Run 1, signal wires on met3:
The bar under the picture is 20 µm long. Cells faint in the background.
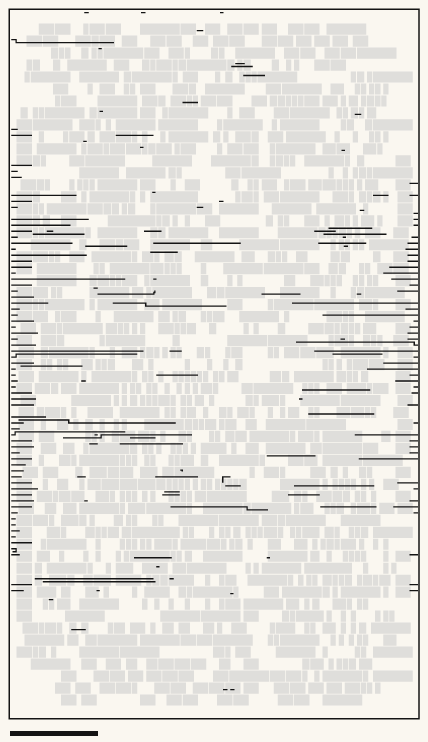
Run 1, the metal 1 layer:
The bar under the picture is 20 µm long. Supply wires on this layer in gray.
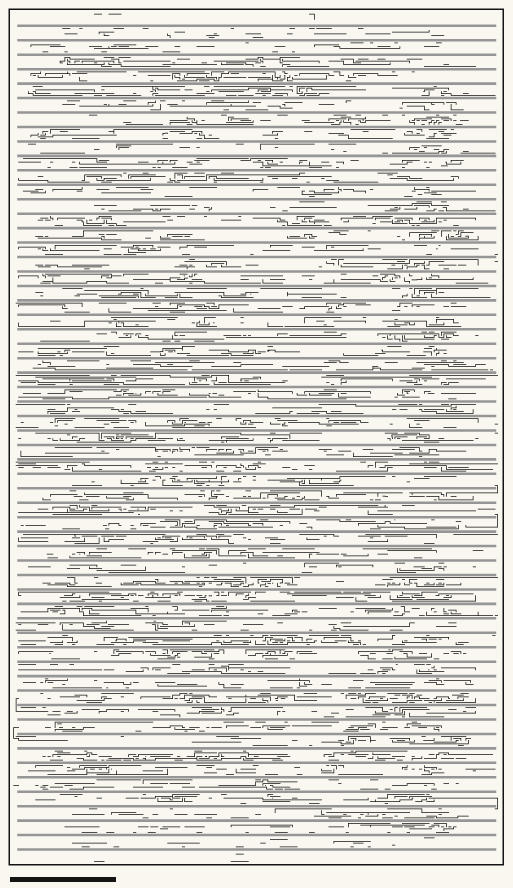
Run 1, M2 wires:
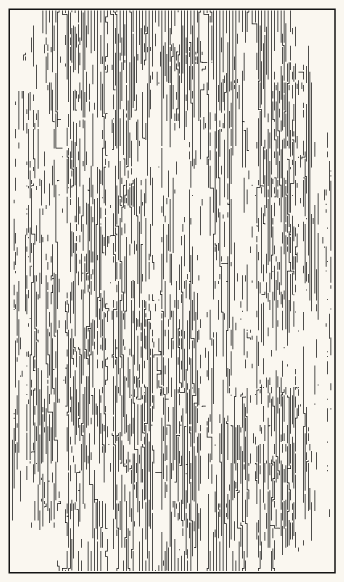
## src/rtl/fetch_stage_pkg.sv

```systemverilog
// Shared pipeline constants and types for the instruction-fetch stage.
// Holds the NOP encoding, the rs/rt field positions and the IF/ID slot layout.
package fetch_stage_pkg;

  localparam logic [31:0] NOP_INSTR = 32'h0000_0000;  // sll $0,$0,0
  localparam logic [31:0] PC_INCR   = 32'd4;

  localparam int RS_MSB = 25;
  localparam int RS_LSB = 21;
  localparam int RT_MSB = 20;
  localparam int RT_LSB = 16;

  typedef struct packed {
    logic [31:0] instr;
    logic [31:0] pc4;
    logic        valid;
  } if_id_t;

  localparam if_id_t IF_ID_EMPTY = '{instr: NOP_INSTR, pc4: 32'h0, valid: 1'b0};

  function automatic logic [4:0] rsField(input logic [31:0] instr);
    return instr[RS_MSB:RS_LSB];
  endfunction

  function automatic logic [4:0] rtField(input logic [31:0] instr);
    return instr[RT_MSB:RT_LSB];
  endfunction

endpackage

```

## src/rtl/fetch_stage_if_id_reg.sv

```systemverilog
// IF/ID pipeline register: flush beats write-enable, otherwise load or hold.
// A flushed slot carries a NOP with valid cleared so ID sees a bubble.
module if_id_reg
  import fetch_stage_pkg::*;
(
  input  logic   clk,
  input  logic   reset,
  input  logic   flush,
  input  logic   write,
  input  if_id_t nextSlot,
  output if_id_t slot
);

  // NOTE: sequential state uses non-blocking (<=) so every register samples pre-edge values.
  always_ff @(posedge clk or posedge reset) begin
    if (reset) begin
      slot <= IF_ID_EMPTY;
    end else if (flush) begin
      slot <= IF_ID_EMPTY;
    end else if (write) begin
      slot <= nextSlot;
    end
  end

endmodule

```

## src/rtl/fetch_stage.sv

```systemverilog
// Instruction-fetch stage: PC register, imem address, IF/ID register and
// saturating stall/flush event counters for debug.
module fetch_stage
  import fetch_stage_pkg::*;
#(
  parameter logic [31:0] PC_RESET = 32'h0000_0000,
  parameter int          CNT_W    = 16
) (
  input  logic             clk,
  input  logic             reset,
  input  logic             PCWrite,
  input  logic             IF_ID_write,
  input  logic             redirect,
  input  logic [31:0]      redirect_target,
  output logic [31:0]      imem_addr,
  input  logic [31:0]      imem_rdata,
  output logic [31:0]      pc,
  output logic [31:0]      IF_ID_instr,
  output logic [31:0]      IF_ID_pc4,
  output logic             IF_ID_valid,
  output logic [4:0]       IF_ID_rs,
  output logic [4:0]       IF_ID_rt,
  output logic [CNT_W-1:0] stall_count,
  output logic [CNT_W-1:0] flush_count
);

  localparam logic [CNT_W-1:0] CNT_MAX = '1;

  logic [31:0] pcReg;
  logic [31:0] pcPlus4;
  logic        pcStalled;
  if_id_t      fetched;
  if_id_t      slot;

  assign pcPlus4   = pcReg + PC_INCR;  // wraps modulo 2^32
  assign pcStalled = !redirect && !PCWrite;

  // Redirect wins over a hazard hold so a resolved branch is never lost.
  always_ff @(posedge clk or posedge reset) begin
    if (reset) begin
      pcReg <= PC_RESET;
    end else if (redirect) begin
      pcReg <= redirect_target;
    end else if (PCWrite) begin
      pcReg <= pcPlus4;
    end
  end

  always_ff @(posedge clk or posedge reset) begin
    if (reset) begin
      stall_count <= '0;
      flush_count <= '0;
    end else begin
      if (pcStalled && stall_count != CNT_MAX) begin
        stall_count <= stall_count + 1'b1;
      end
      if (redirect && flush_count != CNT_MAX) begin
        flush_count <= flush_count + 1'b1;
      end
    end
  end

  assign fetched = '{instr: imem_rdata, pc4: pcPlus4, valid: 1'b1};

  if_id_reg u_if_id_reg (
    .clk      (clk),
    .reset    (reset),
    .flush    (redirect),
    .write    (IF_ID_write),
    .nextSlot (fetched),
    .slot     (slot)
  );

  assign pc          = pcReg;
  assign imem_addr   = pcReg;
  assign IF_ID_instr = slot.instr;
  assign IF_ID_pc4   = slot.pc4;
  assign IF_ID_valid = slot.valid;
  assign IF_ID_rs    = rsField(slot.instr);
  assign IF_ID_rt    = rtField(slot.instr);

endmodule

```

## config.mk

```make
export PLATFORM = sky130hd
export DESIGN_NAME = fetch_stage
export DESIGN_NICKNAME = d
export VERILOG_FILES = /design/src/rtl/fetch_stage_pkg.sv /design/src/rtl/fetch_stage_if_id_reg.sv /design/src/rtl/fetch_stage.sv
export SDC_FILE = /design/constraint.sdc
export NUM_CORES = 1
export LEC_CHECK = 0
export ABC_AREA = 1
export CORE_ASPECT_RATIO = 1.75
export CORE_UTILIZATION = 50
export CTS_CLUSTER_DIAMETER = 120
export CTS_CLUSTER_SIZE = 40
export DETAILED_ROUTE_END_ITERATION = 6
export GPL_TIMING_DRIVEN = 1
export PLACE_DENSITY_LB_ADDON = 0.12
export SKIP_CTS_REPAIR_TIMING = 1
export SLEW_MARGIN = 30
export SYNTH_ARGS = -nofsm -noshare
export SYNTH_HDL_FRONTEND = slang
export SYNTH_HIERARCHICAL = 1
export SYNTH_SLANG_ARGS = --single-unit
```

## constraint.sdc

```tcl
create_clock -name clk -period 4 [get_ports clk]
set_clock_uncertainty 0.1 [all_clocks]
set_input_delay 0.8 -clock clk [delete_from_list [all_inputs] [get_ports clk]]
set_output_delay 0.8 -clock clk [all_outputs]
set_load 0.03 [all_outputs]
```

==> results.txt, run 1 <==
Floorplan net count -> 994
CP bufs+invs -> 1
Final Instance Count excl. Fillers -> 1305
Later-pin clock latency in the skew report -> 0.42 ns
H-Tree Depth -> 4
Reg2reg setup slack -> 2.07 ns
Req. time, crit path -> 3.10 ns
Seq share, synth -> 0.4484
Cells in synth_stat.txt -> 922
Yosys top cell by instances -> nand2_1
Final Slew Violations -> 0
Main synth FF type -> dfrtp_1
Max layer used -> met4
Async SR Flop Fraction -> 1.000
Max-cap violation count -> 0
Hold Vio Cnt, Final -> 0
GRT busiest layer -> met2
Outcome -> finished clean
WS Path Type -> reg -> out
Placed cell count -> 1273
Detailed Routing Iterations Pass 1 -> 4
TNS Setup -> 0 ns
FF-to-FF Start -> flush_count[0]$_DFFE_PP0P_
Area leader share -> 0.4484
Setup Viol. Count Final -> 0
## Picture notes: 'signal wires on met3'
153 nets have wire on it. The layer carries 1110 µm of wire. The wires run mostly horizontal. The longest straight run is 29.7 µm. The layer holds 5.2% of the routed length.
grt met3 use: 0.05824
final wirelength: 21120 µm

## Picture notes: 'the metal 1 layer'
1028 nets have wire on it. The wires run mostly horizontal.

## Picture notes: 'M2 wires'
The layer carries 11600 µm of wire. The wires run mostly vertical. 996 nets have wire on it.
met2 usage: 0.5337
via count: 6772

[run 1: state kept, by name, summed over array words and instances, names as in the netlist]
register,flops
flush_count,16
u_if_id_reg/slot,65
stall_count,16
imem_addr,32
[run 1: cells by family after synthesis]
kind of cell / count (synthesis) / share of synthesized area
and+or+nand+nor: 566 / 0.3431
buffers and inverters: 138 / 0.1058
DFF: 129 / 0.4484
AOI/OAI and AO/OA: 51 / 0.04831
xor gates and xnor gates: 34 / 0.04866
adders and majority gates: 3 / 0.005214
other: 1 / 0.0005209
[run 1: cells in the final DEF (no fill, tap or decap), types with 2 or more instances in the layout]
cell             synthesis  routed
buf_4                   54      13
clkdlybuf4s50_1          0     238
a22oi_1                 26      26
inv_6                    0       2
xor2_2                   7       7
nand2_1                369     369
o21ai_0                 15      15
nand4_1                  7       7
ha_1                     3       3
xnor2_1                 12      12
clkinvlp_4               0       2
nor3_1                   6       6
dfrtp_1                129     129
inv_1                   57      54
nand3b_1                 6       6
nor2_4                  11      12
bufinv_16                0       4
nand3_1                 92      92
and2_1                   6       6
clkinv_4                 0       6
inv_2                    3       5
nor3_2                   2       2
o21ai_2                  5       5
nor2_1                  50      49
o21ai_1                  2       2
nor2_2                   5       5
clkbuf_16                0      17
nand2_2                  7       7
xor2_1                  15      15
o211ai_1                 2       2
nand2_4                  3       3
[run 1: report_power, final]
part           leakage, nW  internal [W]  switching [W]
registers             1.68       0.00144       0.000200
logic                 2.68      0.000512       0.000733
clock network        0.301       0.00105       0.000612
total                 4.67       0.00301        0.00155
[run 1: cell type report]
type / instances / area [µm²]
Tap cell: 177 / 221.5
Sequential cell: 129 / 3228
Multi-Input combinational cell: 655 / 3217
Fill cell: 1142 / 3965
Clock buffer: 18 / 429.2
Clock inverter: 14 / 205.2
Timing Repair Buffer: 252 / 2485
Inverter: 60 / 227.7
Run 1, M4 wires:
Supply wires on this layer in gray.
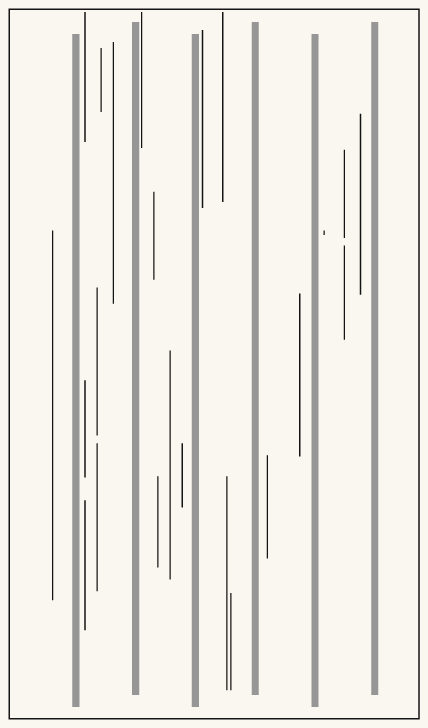

## Run 2: what changed since run 1
--- a/config.mk
+++ b/config.mk
@@ -7,7 +7,7 @@
 export LEC_CHECK = 0
 export ABC_AREA = 1
 export CORE_ASPECT_RATIO = 1.75
-export CORE_UTILIZATION = 50
+export CORE_UTILIZATION = 42
 export CTS_CLUSTER_DIAMETER = 120
 export CTS_CLUSTER_SIZE = 40
 export DETAILED_ROUTE_END_ITERATION = 6
==> constraint.sdc (replaced) <==
create_clock -name clk -period 2.27 [get_ports clk]
set_clock_uncertainty 0.1 [all_clocks]
set_input_delay 0.454 -clock clk [delete_from_list [all_inputs] [get_ports clk]]
set_output_delay 0.454 -clock clk [all_outputs]
set_load 0.03 [all_outputs]
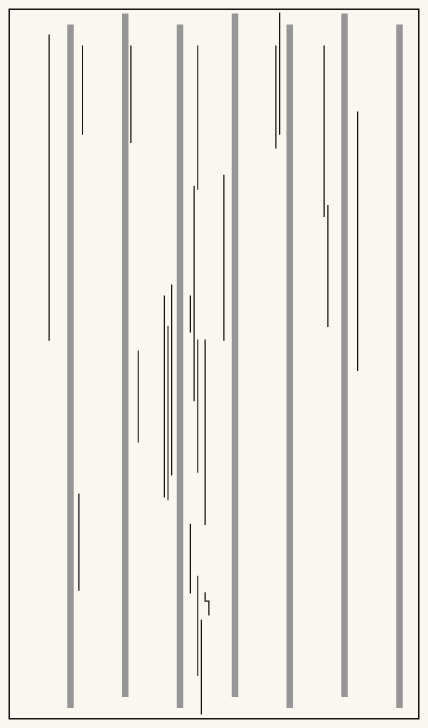
Run 2: M4 wires
Supply wires on this layer in gray.
20 nets have wire on it. The wires run mostly vertical. The layer holds 3.7% of the routed length. The longest straight run is 75.5 µm. The layer carries 785 µm of wire.

==> run 2 against run 1 <==
Core utilization decreased by 11 points. Routed wire length up 0.98%. Flip-flop count unchanged. Global-route usage down 4.2 points. Combinational power is 78% higher. Critical path type unchanged. Sequential share of layout area is 0.61 points lower. Synthesized cell count unchanged. Worst hold slack got worse by 0.079 ns. Clock power rose by 94%. Largest cell class unchanged.
==> results.txt, run 2 <==
Hold Vio Cnt, Final -> 0
Post-synthesis mux area share -> 0
Logic share of the area -> 0.3154
Multi-input logic area -> 3219 µm²
Logic inverters -> 60
# fillers -> 1564
TNS Setup -> 0 ns
Simple-Gate Fraction of Synth Area -> 0.3431
Synth Area in Adders -> 0.005214
Final Instance Count excl. Fillers -> 1357
Final wirelength -> 21330 µm
Layout clock buffers -> 18
Non-clock buffer total of the final layout -> 254
CP bufs+invs -> 1
FF+latch area -> 3228 µm²
Detailed Routing Iterations Pass 1 -> 4
Yosys top cell by instances -> nand2_1
Largest class -> sequential cells
Setup Viol. Count Final -> 0
Outcome -> finished clean
Well Taps -> 227
Buffer share of cell area -> 0.2508
Area leader share -> 0.4484
Flop share of the area -> 0.3163
Top Layout Cells -> 369 x nand2_1, 231 x clkdlybuf4s50_1, 129 x dfrtp_1
Max-cap violation count -> 0
Cells in synth_stat.txt -> 922
Top reg by flops -> u_if_id_reg/slot
Multi-input gate count -> 655
Top logic family -> simple AND/OR/NAND/NOR gates
==> run 2: cell counts after synthesis <==
No cell type changed its count.
==> run 2: power by group <==
| part | leakage, nW | internal, W | switching, W | total, W |
|---|---|---|---|---|
| logic | 2.78 | 0.000919 | 0.00129 | 0.00221 |
| registers | 1.68 | 0.00254 | 0.000345 | 0.00289 |
| clock network | 0.336 | 0.00211 | 0.00111 | 0.00322 |
==> run 2: worst register-to-register path, cell delays in order, from the launching register on <==
cell	delay [ns]
dfrtp_1	0.42
ha_1	0.22
nand2_2	0.08
nor2_4	0.15
nand2_2	0.09
nor2_2	0.25
nand3_1	0.13
and2_1	0.18
nand3_1	0.07
nand2_1	0.05
==> run 2: worst paths after layout <==
path	start	to	slack, ns	cells past startpoint
min in group asynchronous	reset	u_if_id_reg/slot[19]$_DFFE_PP0P_	0.37	3
setup / recovery	imem_addr[11]$_DFFE_PP0N_	pc[11]	0.04	1
hold reg to reg	u_if_id_reg/slot[46]$_DFFE_PP0P_	u_if_id_reg/slot[46]$_DFFE_PP0P_	0.37	2
max in group asynchronous	reset	imem_addr[31]$_DFFE_PP0N_	1.31	3
hold / removal	redirect	imem_addr[1]$_DFFE_PP0P_	0.29	3
setup reg to reg	imem_addr[3]$_DFFE_PP0N_	u_if_id_reg/slot[25]$_DFFE_PP0P_	0.42	9
==> run 2: per-layer routing <==
layer / vias to the layer above / share of wire / track usage
met1: 3164 / 0.38 / 0.2761
met5: - / 0 / 0
met4: 0 / 0.037 / 0.1232
li1: 3257 / - / -
met3: 50 / 0.046 / 0.04960
met2: 190 / 0.54 / 0.4478
Run 2, signal wires on met3:
The bar under the picture is 20 µm long. Cells faint in the background.
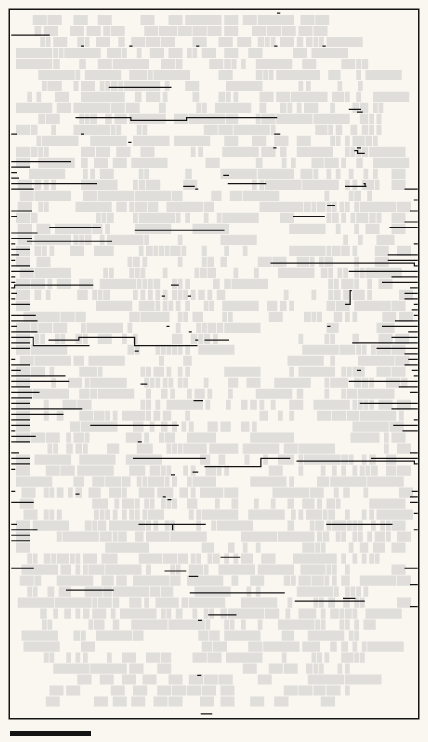

## Run 3: what changed since run 2
--- a/config.mk
+++ b/config.mk
@@ -13,6 +13,7 @@
 export DETAILED_ROUTE_END_ITERATION = 6
 export GPL_TIMING_DRIVEN = 1
 export PLACE_DENSITY_LB_ADDON = 0.12
+export SETUP_SLACK_MARGIN = 0.02
 export SKIP_CTS_REPAIR_TIMING = 1
 export SLEW_MARGIN = 30
 export SYNTH_ARGS = -nofsm -noshare
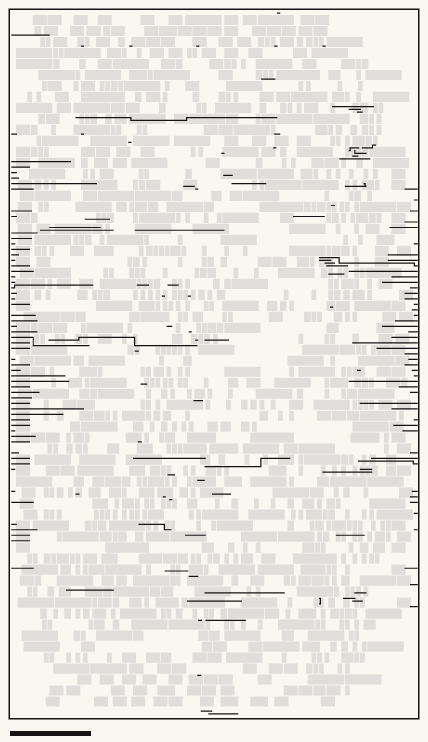
Run 3: signal wires on met3
The bar under the picture is 20 µm long. Cells faint in the background.
The wires run mostly horizontal. The longest straight run is 22.3 µm. 151 nets have wire on it. The layer carries 976 µm of wire.

==> run 3 against run 2 <==
Maximum frequency grew 0.95%. Via count increased by 0.41%. First-iteration DRC count fell by 12%. Critical path depth unchanged. Sequential share of layout area about the same. Worst hold slack better by 0.0016 ns.
==> results.txt, run 3 <==
Outcome -> finished clean
Floorplan net count -> 994
R2R cell count -> 9
Top reg by flops -> u_if_id_reg/slot
TNS Setup -> 0 ns
FF-to-FF Start -> imem_addr[3]$_DFFE_PP0N_
Max-cap violation count -> 0
# fillers -> 1564
H-Tree Depth -> 4
WS Path Type -> reg -> out
Setup Viol. Count Final -> 0
CP bufs+invs -> 1
Final Slew Violations -> 0
Critical path depth -> 1
Later-pin clock latency in the skew report -> 0.42 ns
Main synth FF type -> dfrtp_1
Detailed Routing Iterations Pass 1 -> 4
Final wirelength -> 21370 µm
Max reg flops -> 65
Reg2reg setup slack -> 0.41 ns
Hold Vio Cnt, Final -> 0
Area leader share -> 0.4484
Cells in synth_stat.txt -> 922
run 3: cell counts after synthesis:
No cell type changed its count.
run 3: layer usage:
layer  GRT usage  part of all wire  wire, µm
met1      0.2761              0.38      8102
met2      0.4478              0.54     11440
met3     0.04960             0.046       976
met4      0.1232             0.039       844
met5           0                 0         0
run 3: cell type report:
class	instances	area, µm²	share of cell area
Clock inverter	14	250.2	0.02448
Tap cell	227	284.0	0.02779
Timing Repair Buffer	254	2575	0.2519
Sequential cell	129	3228	0.3158
Multi-Input combinational cell	655	3219	0.3150
Clock buffer	18	439.2	0.04297
Inverter	60	225.2	0.02203
run 3: cells by family after synthesis:
group                      share of synthesized area
adders and majority gates                   0.005214
buffers and inverters                         0.1058
xor gates and xnor gates                     0.04866
and+or+nand+nor                               0.3431
DFF                                           0.4484
other                                      0.0005209
AOI/OAI and AO/OA                            0.04831
run 3: how the worst min path moves through the flow:
stage / slack [ns] / from / cells past startpoint / end
CTS: 0.28 / redirect / 3 / imem_addr[1]$_DFFE_PP0P_
global placement: 0.35 / u_if_id_reg/slot[19]$_DFFE_PP0P_ / 2 / u_if_id_reg/slot[19]$_DFFE_PP0P_
detailed placement: 0.36 / u_if_id_reg/slot[61]$_DFFE_PP0P_ / 2 / u_if_id_reg/slot[61]$_DFFE_PP0P_
global route: 0.32 / redirect / 3 / imem_addr[1]$_DFFE_PP0P_
finish: 0.29 / redirect / 3 / imem_addr[1]$_DFFE_PP0P_
floorplan: 0.39 / imem_addr[0]$_DFFE_PP0P_ / 2 / imem_addr[0]$_DFFE_PP0P_
run 3: power by group:
group	internal [W]	switching, W	leakage [nW]	total, W
clock	0.00211	0.00111	0.336	0.00322
sequential	0.00254	0.000345	1.68	0.00289
combinational	0.000918	0.00130	2.85	0.00221
total	0.00557	0.00275	4.87	0.00832
No activity file was given, so power comes from the tool's default toggle rates.
